<file path="config.mk">
export PLATFORM = sky130hd
export DESIGN_NAME = cmos_watchdog
export DESIGN_NICKNAME = d
export VERILOG_FILES = /design/src/rtl/cmos_pkg.sv /design/src/rtl/cmos_sync_edge.sv /design/src/rtl/cmos_watchdog.sv
export SDC_FILE = /design/constraint.sdc
export NUM_CORES = 1
export LEC_CHECK = 0
export ABC_CLOCK_PERIOD_IN_PS = 2000
export CAP_MARGIN = 30
export CORE_MARGIN = 2
export CORE_UTILIZATION = 52
export DETAILED_ROUTE_END_ITERATION = 7
export PLACE_DENSITY = 0.74
export SYNTH_ARGS = -nofsm -noshare
export SYNTH_HDL_FRONTEND = slang
export SYNTH_HIERARCHICAL = 1
export SYNTH_SLANG_ARGS = --single-unit
</file>
<file path="constraint.sdc">
create_clock -name clk_input -period 2 [get_ports clk_input]
set_input_delay 0.2 -clock clk_input [delete_from_list [all_inputs] [get_ports clk_input]]
set_output_delay 0.2 -clock clk_input [all_outputs]
set_load 0.01 [all_outputs]
</file>
<file path="src/rtl/cmos_pkg.sv">
// Shared encodings and widths for the CMOS sensor watchdog.
package cmos_pkg;

    localparam int CNT_W   = 24;
    localparam int RETRY_W = 4;
    localparam int COUNT_W = 8;

    typedef enum logic [2:0] {
        ST_IDLE     = 3'd0,
        ST_WAIT_ACK = 3'd1,
        ST_MONITOR  = 3'd2,
        ST_REQUEST  = 3'd3,
        ST_FAILED   = 3'd4
    } wd_state_e;

    // The request counter must never wrap, so it sticks at all-ones.
    function automatic logic [COUNT_W-1:0] sat_inc(input logic [COUNT_W-1:0] v);
        return (v == {COUNT_W{1'b1}}) ? v : v + COUNT_W'(1);
    endfunction

endpackage

</file>
<file path="src/rtl/cmos_sync_edge.sv">
// Two-flop synchronizer plus registered rising-edge detector; the pulse
// appears three clocks after the asynchronous input rises.
module cmos_sync_edge
    import cmos_pkg::*;
(
    input  logic clk_input,
    input  logic rst_n,
    input  logic async_in,
    output logic rise_pulse
);

    logic r_sync1;
    logic r_sync2;
    logic r_prev;
    logic r_rise;

    always_ff @(posedge clk_input or negedge rst_n) begin
        if (!rst_n) begin
            r_sync1 <= 1'b0;
            r_sync2 <= 1'b0;
            r_prev  <= 1'b0;
            r_rise  <= 1'b0;
        end else begin
            r_sync1 <= async_in;
            r_sync2 <= r_sync1;
            r_prev  <= r_sync2;
            r_rise  <= r_sync2 & ~r_prev;
        end
    end

    assign rise_pulse = r_rise;

endmodule

</file>
<file path="src/rtl/cmos_watchdog.sv">
// Frame-sync watchdog: requests sensor resets when vsync or the reset
// acknowledge goes missing, and latches a failure after too many retries.
//
// state    | meaning
// ---------+-------------------------------------------------------------
// IDLE     | waiting for PLL lock
// WAIT_ACK | waiting for reset_internal_module after a (re)start
// MONITOR  | sensor running, vsync edges expected within TIMEOUT_CYCLES
// REQUEST  | request_reset held high for REQ_LEN cycles
// FAILED   | retries exhausted, sensor_fail sticky until clear_fail
module cmos_watchdog
    import cmos_pkg::*;
#(
    parameter logic [CNT_W-1:0]   TIMEOUT_CYCLES = 24'd4800000,
    parameter logic [CNT_W-1:0]   ACK_TIMEOUT    = 24'd65536,
    parameter logic [7:0]         REQ_LEN        = 8'd16,
    parameter logic [RETRY_W-1:0] MAX_RETRY      = 4'd3
) (
    input  logic               clk_input,
    input  logic               rst_n,
    input  logic               PLL_Lock,
    input  logic               reset_internal_module,
    input  logic               vsync,
    input  logic               clear_fail,
    output logic               request_reset,
    output logic               sensor_fail,
    output logic [COUNT_W-1:0] reset_count,
    output logic [2:0]         wd_state
);

    wd_state_e          r_state;
    logic [CNT_W-1:0]   r_cnt;
    logic [RETRY_W-1:0] r_retry;
    logic [COUNT_W-1:0] r_count;
    logic               r_req;
    logic               r_fail;

    wd_state_e          w_nxt_state;
    logic [CNT_W-1:0]   w_nxt_cnt;
    logic [RETRY_W-1:0] w_nxt_retry;
    logic [COUNT_W-1:0] w_nxt_count;
    logic               w_raise;
    logic               w_vs_edge;

    cmos_sync_edge u_vsync_edge (
        .clk_input  (clk_input),
        .rst_n      (rst_n),
        .async_in   (vsync),
        .rise_pulse (w_vs_edge)
    );

    always_comb begin
        w_nxt_state = r_state;
        w_nxt_cnt   = r_cnt;
        w_nxt_retry = r_retry;
        w_nxt_count = r_count;
        w_raise     = 1'b0;

        case (r_state)
            ST_IDLE: begin
                if (PLL_Lock) begin
                    w_nxt_state = ST_WAIT_ACK;
                    w_nxt_cnt   = '0;
                end
            end
            ST_WAIT_ACK: begin
                if (reset_internal_module) begin
                    w_nxt_state = ST_MONITOR;
                    w_nxt_cnt   = '0;
                end else if (r_cnt == ACK_TIMEOUT - CNT_W'(1)) begin
                    w_raise = 1'b1;
                end else begin
                    w_nxt_cnt = r_cnt + CNT_W'(1);
                end
            end
            ST_MONITOR: begin
                // A frame edge beats a coincident timeout.
                if (w_vs_edge) begin
                    w_nxt_cnt   = '0;
                    w_nxt_retry = '0;
                end else if (reset_internal_module) begin
                    w_nxt_cnt = '0;
                end else if (r_cnt == TIMEOUT_CYCLES - CNT_W'(1)) begin
                    w_raise = 1'b1;
                end else begin
                    w_nxt_cnt = r_cnt + CNT_W'(1);
                end
            end
            ST_REQUEST: begin
                if (r_cnt == {16'd0, REQ_LEN - 8'd1}) begin
                    w_nxt_state = ST_WAIT_ACK;
                    w_nxt_cnt   = '0;
                end else begin
                    w_nxt_cnt = r_cnt + CNT_W'(1);
                end
            end
            ST_FAILED: begin
                if (clear_fail) begin
                    w_nxt_state = ST_IDLE;
                    w_nxt_cnt   = '0;
                    w_nxt_retry = '0;
                end
            end
            default: begin
                w_nxt_state = ST_IDLE;
                w_nxt_cnt   = '0;
            end
        endcase

        if (w_raise) begin
            w_nxt_cnt = '0;
            if (r_retry == MAX_RETRY) begin
                w_nxt_state = ST_FAILED;
            end else begin
                w_nxt_state = ST_REQUEST;
                w_nxt_retry = r_retry + RETRY_W'(1);
                w_nxt_count = sat_inc(r_count);
            end
        end

        // Losing lock aborts everything in flight but keeps the history counters.
        if (!PLL_Lock && (r_state == ST_WAIT_ACK || r_state == ST_MONITOR ||
                          r_state == ST_REQUEST)) begin
            w_nxt_state = ST_IDLE;
            w_nxt_cnt   = '0;
            w_nxt_retry = r_retry;
            w_nxt_count = r_count;
        end
    end

    always_ff @(posedge clk_input or negedge rst_n) begin
        if (!rst_n) begin
            r_state <= ST_IDLE;
            r_cnt   <= '0;
            r_retry <= '0;
            r_count <= '0;
            r_req   <= 1'b0;
            r_fail  <= 1'b0;
        end else begin
            r_state <= w_nxt_state;
            r_cnt   <= w_nxt_cnt;
            r_retry <= w_nxt_retry;
            r_count <= w_nxt_count;
            r_req   <= (w_nxt_state == ST_REQUEST);
            r_fail  <= (w_nxt_state == ST_FAILED);
        end
    end

    assign request_reset = r_req;
    assign sensor_fail   = r_fail;
    assign reset_count   = r_count;
    assign wd_state      = r_state;

endmodule

</file>
Fig. 1: power grid
Scale bar: 20 um. Pins as bars on the die edge.
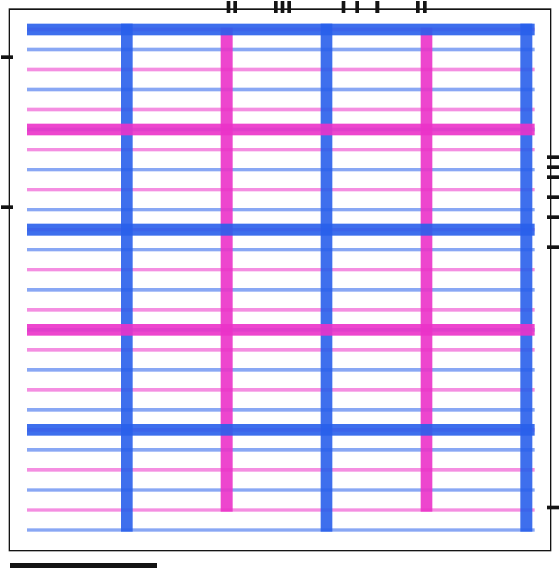
Blue stands for VSS. Magenta stands for VDD.
The core has 25 rows. 19 signal pins sit on the boundary. 5 straps on met5. 26 met1 rails follow the rows.
worst IR drop on VDD: 0.453 mV
Core Area: 4690 sq um
x dimension of the die: 73.4 um
die height: 73.4 um

Fig. 2: cells coloured by class
Scale bar: 20 um.
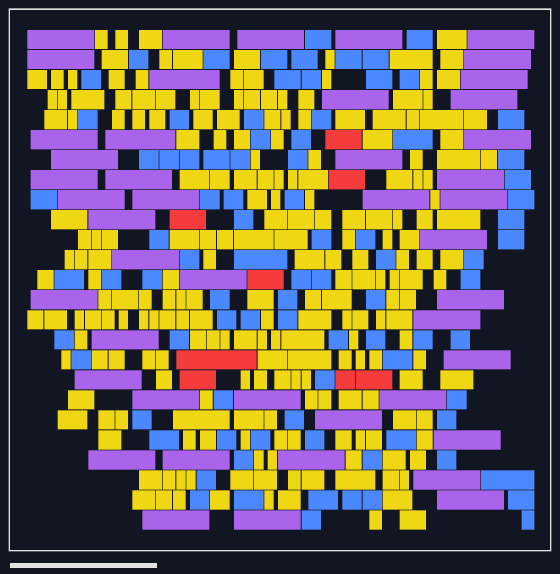
Blue stands for remaining buffers and delay cells, cells 88. Purple stands for registers, cells 45. Yellow stands for remaining logic cells, cells 221. Red stands for clock drivers and dummy loads, cells 8.
sequential share of cell area: 31.4%
number of core rows: 25

==> impl_metrics.tcl <==
# flow metrics
set metrics [dict create \
    placement.setup.worst_slack_ns -0.314 \
    synth_chip_area_sq_um 2500 \
    status "finished, violations left" \
    timing_max_transition_violations_final 0 \
    mean_instance_size_in_the_synthesized_netlist_sq_um 9.03 \
    p_per_area_nw_per_um2 700 \
    antenna_cells_inserted 0 \
    fin_ws_ns -0.212 \
    vias_per_cell 5.97 \
    cts_buffer_depth 2 \
    number_of_global_route_vias_before_repair 2274 \
    post_layout_power_mw 2.52 \
    gp_routability_congestion 0.874 \
    timing_worst_slew_pin_value_ns 0.499 \
    drt_pre_antenna_iters 5 \
    yosys-stat-cells 277 \
    crit_type "flop to flop" \
    final_cell_mix "60 x buf_4, 43 x dfrtp_1, 26 x nand2_1, 21 x nand3_1, 18 x nor2_1" \
    cp_slowest_stage_delay_ns 0.57 \
    tritoncts "done" \
    grt_max_degree 46 \
    maxCapViolCount 0 \
    crit_path_end_kind "flop" \
    critPathSlowestCell "or4_4" \
    violations "setup timing" \
    critPathMostFrequentCell "or4_4" \
    final-comb-area_sq_um 1500 \
    async_flop_share_pct 100 \
    setup_viol_count_final 29 \
    drt.antenna.violating_nets 0 \
    number_of_antenna_violations_at_the_first_check_in_global_routing 0 \
]
## cell usage after synthesis (all sizes together) (6+ instances only)
master	count	area [sq um]
nand2	26	97.6
nand4	6	43.8
and3	8	50.1
nor2	23	86.3
nand3	23	115
a21oi	18	90.1
a31oi	10	62.6
dfrtp	45	1130
nor3	18	115
or3	7	43.8
clkbuf	6	22.5
nand2b	9	56.3
o21ai	11	55.1
## kinds of logic after synthesis
group | count (synthesis) | share of synthesized area (%)
and+or+nand+nor | 142 | 31.2
buffers and inverters | 16 | 2.75
AOI/OAI and AO/OA | 62 | 16.3
DFF | 45 | 45.0
xor gates and xnor gates | 8 | 2.80
adders and majority gates | 3 | 1.50
muxes | 1 | 0.450
## final cells by class
class	instances	area share [%]
inverter	5	0.522
clock buffer	6	2.30
multi-input combinational	216	41.8
tap	54	1.88
clock inverter	2	1.04
sequential	45	31.4
timing repair buffer	88	21.1
## repair_timing
item,4_1_cts,5_1_grt
resized,23,23
buffers inserted,3,1
pin swaps,7,7
endpoints found under the hold margin,45,0
hold buffers,1,0
setup endpoints to repair,35,36
## how the worst min path moves through the flow
stage	cells after the start	end	startpoint	slack, ns
floorplan	0	r_cnt[0]	rst_n	-0.1
global placement	2	r_cnt[3]	rst_n	0.19
detailed placement	2	r_cnt[3]	rst_n	0.20
CTS	1	u_vsync_edge/r_sync1	vsync	0.33
global route	1	u_vsync_edge/r_sync1	vsync	0.33
finish	1	u_vsync_edge/r_sync1	vsync	0.33
## power by group through the flow
stage	logic (mW)	clock network (mW)	registers, mW
finish	0.821	0.725	0.972
global route	0.880	0.772	0.978
CTS	0.760	0.727	0.971
detailed placement	0.708	0	0.989
global placement	0.695	0	0.986
floorplan	0.358	0	1.02
## worst max-delay path: cells and delay by family (launching register included)
family                 cells  cell delay, ns
AND/OR/NAND/NOR            5            1.40
flip-flops                 1            0.39
buffers and inverters      1            0.17
XOR/XNOR                   1            0.16
## flip-flops by register name, summed over array words and instances, names as in the netlist
name	count
r_cnt	24
reset_count	8
r_retry	4
wd_state	3
request_reset	1
sensor_fail	1
u_vsync_edge/r_prev	1
u_vsync_edge/r_sync1	1
u_vsync_edge/r_sync2	1
u_vsync_edge/rise_pulse	1
## layer usage
metal	routed length, um	global-route usage (%)	up-vias	part of all wire (%)
met5	0	0	-	0
met4	142	7.27	0	2.1
met3	326	5.08	19	4.8
met2	3280	40.8	91	49
met1	3000	36.0	1177	44
li1	-	-	1195	-
## stage by stage
step           cell area (sq um)  setup TNS [ns]
6_report                    3600           -3.65
5_1_grt                     3600           -6.25
4_1_cts                     3500           -3.65
3_5_place_dp                3270           -4.37
3_3_place_gp                3270           -3.39
2_1_floorplan               2580           -1.05
Power figures rest on the tool's default switching activity, not on a simulated workload.
